$ cat config.mk
export PLATFORM = sky130hd
export DESIGN_NAME = polar_to_rect
export DESIGN_NICKNAME = d
export VERILOG_FILES = /design/src/rtl/polar_to_rect.sv
export SDC_FILE = /design/constraint.sdc
export NUM_CORES = 2
export LEC_CHECK = 0
export ABC_AREA = 1
export CELL_PAD_IN_SITES_DETAIL_PLACEMENT = 1
export CELL_PAD_IN_SITES_GLOBAL_PLACEMENT = 2
export CORE_MARGIN = 5
export CORE_UTILIZATION = 30
export CTS_CLUSTER_SIZE = 16
export DETAILED_ROUTE_END_ITERATION = 6
export PLACE_DENSITY_LB_ADDON = 0.25
export SYNTH_ARGS = -nofsm -noshare
export SYNTH_HDL_FRONTEND = slang
export SYNTH_SLANG_ARGS = --single-unit
$ cat constraint.sdc
create_clock -name clk -period 6.3 [get_ports clk]
set_input_delay 1.26 -clock clk [delete_from_list [all_inputs] [get_ports clk]]
set_output_delay 1.26 -clock clk [all_outputs]
set_load 0.005 [all_outputs]
$ cat src/rtl/polar_to_rect.sv
// polar_to_rect: polar (magnitude, phase) to rectangular conversion using a
// fully pipelined rotation-mode CORDIC. One sample per clk, no backpressure.
// Latency from the edge that samples val_i=1 to val_o=1 is ITER+2 clk.
//
// Ports:
//   clk      rising-edge clock
//   rst_n    asynchronous active-low reset, clears outputs and valid chain
//   abs_i    8-bit unsigned magnitude
//   angle_i  16-bit unsigned phase, 2^16 = full turn
//   val_i    input sample valid
//   real_o   abs*cos(angle), signed OUT_W bits, holds between valid outputs
//   imag_o   abs*sin(angle), signed OUT_W bits, holds between valid outputs
//   val_o    output valid
//   sat_o    clamp indicator, only when POL2RECT_SAT_FLAG_EN is defined
//
// Build option: define POL2RECT_SAT_FLAG_EN to add the sat_o port. Without it
// clamping still happens, it is just not reported.
module polar_to_rect #(
  parameter int unsigned ITER  = 14,
  parameter int unsigned FRAC  = 10,
  parameter int unsigned OUT_W = 9
) (
  input  logic                    clk,
  input  logic                    rst_n,
  input  logic [7:0]              abs_i,
  input  logic [15:0]             angle_i,
  input  logic                    val_i,
  output logic signed [OUT_W-1:0] real_o,
  output logic signed [OUT_W-1:0] imag_o,
  output logic                    val_o
`ifdef POL2RECT_SAT_FLAG_EN
  ,
  output logic                    sat_o
`endif
);

  localparam int unsigned ABS_W = 8;
  localparam int unsigned ANG_W = 16;
  localparam int unsigned XW    = ABS_W + FRAC + 2;
  localparam int unsigned PW    = ABS_W + 16;
  localparam int unsigned RW    = XW - FRAC;

  // 1/K * 2^15, pre-scales the magnitude so the CORDIC gain cancels
  localparam logic [15:0] GAIN = 16'h4DBA;

  localparam logic signed [XW-1:0] RND_POS = XW'(2 ** (FRAC - 1));
  localparam logic signed [XW-1:0] RND_NEG = XW'(2 ** (FRAC - 1) - 1);
  localparam logic signed [RW-1:0] R_MAX   = RW'(2 ** (OUT_W - 1) - 1);
  localparam logic signed [RW-1:0] R_MIN   = -R_MAX;

  // round(atan(2^-i) * 2^16 / (2*pi))
  function automatic logic [ANG_W-1:0] atan_lut(input int unsigned idx);
    case (idx)
      0:       return 16'h2000;
      1:       return 16'h12E4;
      2:       return 16'h09FB;
      3:       return 16'h0511;
      4:       return 16'h028B;
      5:       return 16'h0146;
      6:       return 16'h00A3;
      7:       return 16'h0051;
      8:       return 16'h0029;
      9:       return 16'h0014;
      10:      return 16'h000A;
      11:      return 16'h0005;
      12:      return 16'h0003;
      13:      return 16'h0001;
      14:      return 16'h0001;
      default: return 16'h0000;
    endcase
  endfunction

  // round half away from zero while dropping FRAC bits
  function automatic logic signed [RW-1:0] rnd(input logic signed [XW-1:0] v);
    logic signed [XW-1:0] adj;
    adj = v + (v[XW-1] ? RND_NEG : RND_POS);
    return RW'(adj >>> FRAC);
  endfunction

  // symmetric clamp; the most negative code is never produced
  function automatic logic signed [OUT_W-1:0] clip(input logic signed [RW-1:0] r);
    if (r > R_MAX)      return OUT_W'(R_MAX);
    else if (r < R_MIN) return OUT_W'(R_MIN);
    else                return OUT_W'(r);
  endfunction

  function automatic logic clamped(input logic signed [RW-1:0] r);
    return (r > R_MAX) || (r < R_MIN);
  endfunction

  // input capture
  logic [ABS_W-1:0] abs_q;
  logic [ANG_W-1:0] ang_q;
  logic             vin_q;

  always_ff @(posedge clk or negedge rst_n) begin
    if (!rst_n) begin
      abs_q <= '0;
      ang_q <= '0;
      vin_q <= 1'b0;
    end else begin
      abs_q <= abs_i;
      ang_q <= angle_i;
      vin_q <= val_i;
    end
  end

  // CORDIC pipeline storage; index 0 is the pre-rotated stage
  logic signed [XW-1:0]    x_q [0:ITER];
  logic signed [XW-1:0]    y_q [0:ITER];
  logic signed [ANG_W-1:0] z_q [0:ITER-1];
  logic                    v_q [0:ITER];

  logic signed [XW-1:0] g_c;
  logic signed [XW-1:0] x0_c;
  logic signed [XW-1:0] y0_c;

  // gain-compensated magnitude and quadrant pre-rotation
  always_comb begin
    g_c  = XW'((PW'(abs_q) * PW'(GAIN)) >> (15 - FRAC));
    x0_c = '0;
    y0_c = '0;
    case (ang_q[15:14])
      2'b00:   x0_c = g_c;
      2'b01:   y0_c = g_c;
      2'b10:   x0_c = -g_c;
      default: y0_c = -g_c;
    endcase
  end

  always_ff @(posedge clk or negedge rst_n) begin
    if (!rst_n) begin
      x_q[0] <= '0;
      y_q[0] <= '0;
      z_q[0] <= '0;
      v_q[0] <= 1'b0;
    end else begin
      x_q[0] <= x0_c;
      y_q[0] <= y0_c;
      z_q[0] <= {2'b00, ang_q[13:0]};
      v_q[0] <= vin_q;
    end
  end

  // micro-rotation stages; z is not needed after the last one
  for (genvar i = 0; i < ITER; i++) begin : g_rot
    localparam logic signed [ANG_W-1:0] ATAN = atan_lut(i);

    always_ff @(posedge clk or negedge rst_n) begin
      if (!rst_n) begin
        x_q[i+1] <= '0;
        y_q[i+1] <= '0;
        v_q[i+1] <= 1'b0;
      end else begin
        v_q[i+1] <= v_q[i];
        if (!z_q[i][ANG_W-1]) begin
          x_q[i+1] <= x_q[i] - (y_q[i] >>> i);
          y_q[i+1] <= y_q[i] + (x_q[i] >>> i);
        end else begin
          x_q[i+1] <= x_q[i] + (y_q[i] >>> i);
          y_q[i+1] <= y_q[i] - (x_q[i] >>> i);
        end
      end
    end

    if (i < ITER - 1) begin : g_z
      always_ff @(posedge clk or negedge rst_n) begin
        if (!rst_n) begin
          z_q[i+1] <= '0;
        end else if (!z_q[i][ANG_W-1]) begin
          z_q[i+1] <= z_q[i] - ATAN;
        end else begin
          z_q[i+1] <= z_q[i] + ATAN;
        end
      end
    end
  end

  logic signed [RW-1:0] rx_c;
  logic signed [RW-1:0] ry_c;

  always_comb begin
    rx_c = rnd(x_q[ITER]);
    ry_c = rnd(y_q[ITER]);
  end

  // output stage: data registers only load on valid so they hold otherwise
  always_ff @(posedge clk or negedge rst_n) begin
    if (!rst_n) begin
      real_o <= '0;
      imag_o <= '0;
      val_o  <= 1'b0;
`ifdef POL2RECT_SAT_FLAG_EN
      sat_o  <= 1'b0;
`endif
    end else begin
      val_o <= v_q[ITER];
      if (v_q[ITER]) begin
        real_o <= clip(rx_c);
        imag_o <= clip(ry_c);
      end
`ifdef POL2RECT_SAT_FLAG_EN
      sat_o <= v_q[ITER] & (clamped(rx_c) | clamped(ry_c));
`endif
    end
  end

endmodule

==> results.txt <==
impl run done, here's what came out: drt drc=0, hold_buf cts=0, Seq/total area=roughly 30%, first-pass GRT wire length=314 mm, CTS HTree Levels=3, wl on met1=about 100 mm, Cell Area, Synth=65100 um^2, final hold viol count=0, Data buffer area share=under 10%, max-cap viol count=0, minimum clock period after layout=4920 ps, Top class by area=logic gates, Setup crit end kind=register, routed vias=53000, CP Buf/Inv Count=3, Syn-to-layout area delta=12.6%, vias per inst=roughly 4.8, dpl cells=approximately 11000, Tot GR Track Use=17.2%, clk buf depth=3, M3 GR Usage=under 10%, status=finished, final reports clean, Met3 Wirelength=5.36 mm, crit path capture=y_q[291], Final Max Tran Viols=0, worst reg2reg path depth=17, post-CTS resize count=0, Clock transition at path regs=roughly 60 ps, Synth Seq Share=33.2%, DIE AREA=226000 um^2, Num CTS Buffers=111, die width=476 um, Diodes inserted=3, clock sink count=863, Area after DPL=slightly below 70000 um^2, Synth Area in Compound Gates=13.4%, CTS root buffer=clkbuf_16, critical path startpoint category=register, post-route setup slack=between 1000 and 1500 ps
Fig. 1: PDN straps and rails
Pins as bars on the die edge. Tap cells in grey.
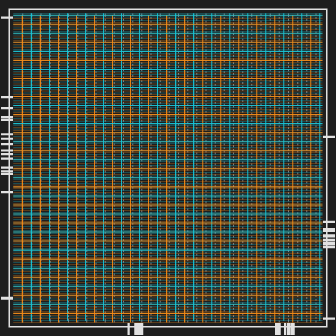
legend:
  VSS:
    colour: orange
  VDD:
    colour: cyan
met4 straps: 34
met1 rails: 172
met5 straps: 34
core area: 217000 um^2

Fig. 2: cell classes on the final placement
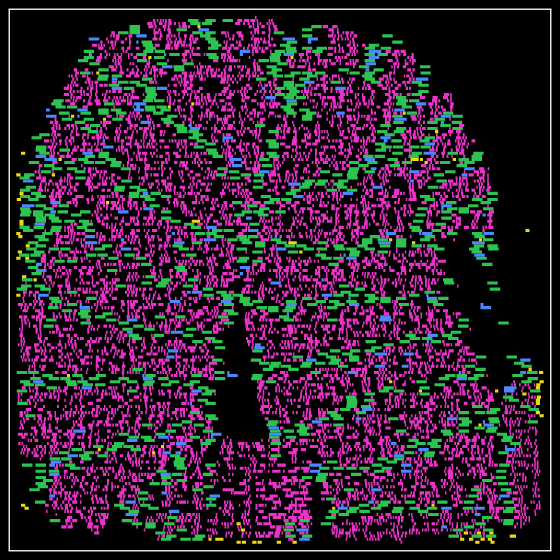
legend:
  clock drivers and dummy loads:
    colour: blue
    cells: 206
    share_of_their_area: 5.9%
  flip-flops:
    colour: green
    cells: 863
    share_of_their_area: 31%
  all other logic:
    colour: magenta
    cells: 7049
    share_of_their_area: 62%
  other buffers and delay cells:
    colour: yellow
    cells: 82
    share_of_their_area: 1.1%
row count: 171
post-route cell area: 73300 um^2

Fig. 3: clock network drawn from the DEF
Bar = 100 um.
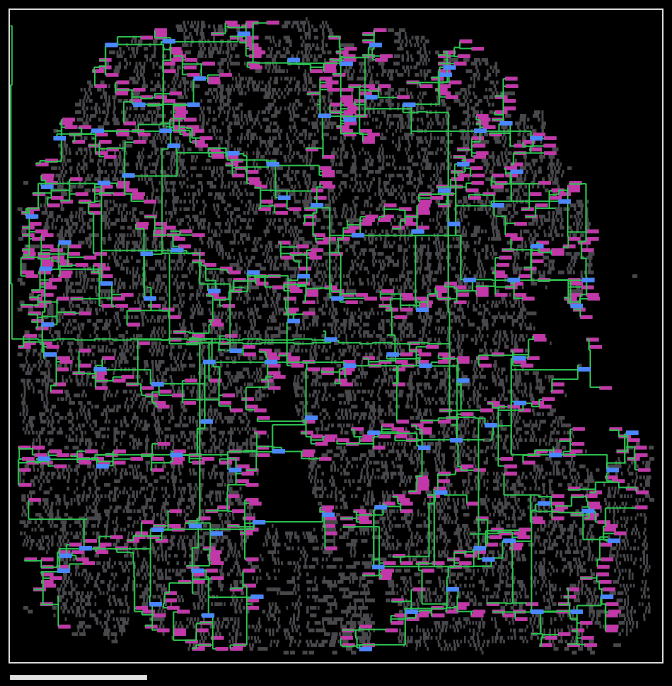
legend:
  clock wires:
    colour: green
    length: 14900 um
  cells driving clock nets:
    colour: blue
    count: 111
  flip-flops:
    colour: magenta
    count: 863
flops lie: widely spread
Worst Skew: 45.0 ps

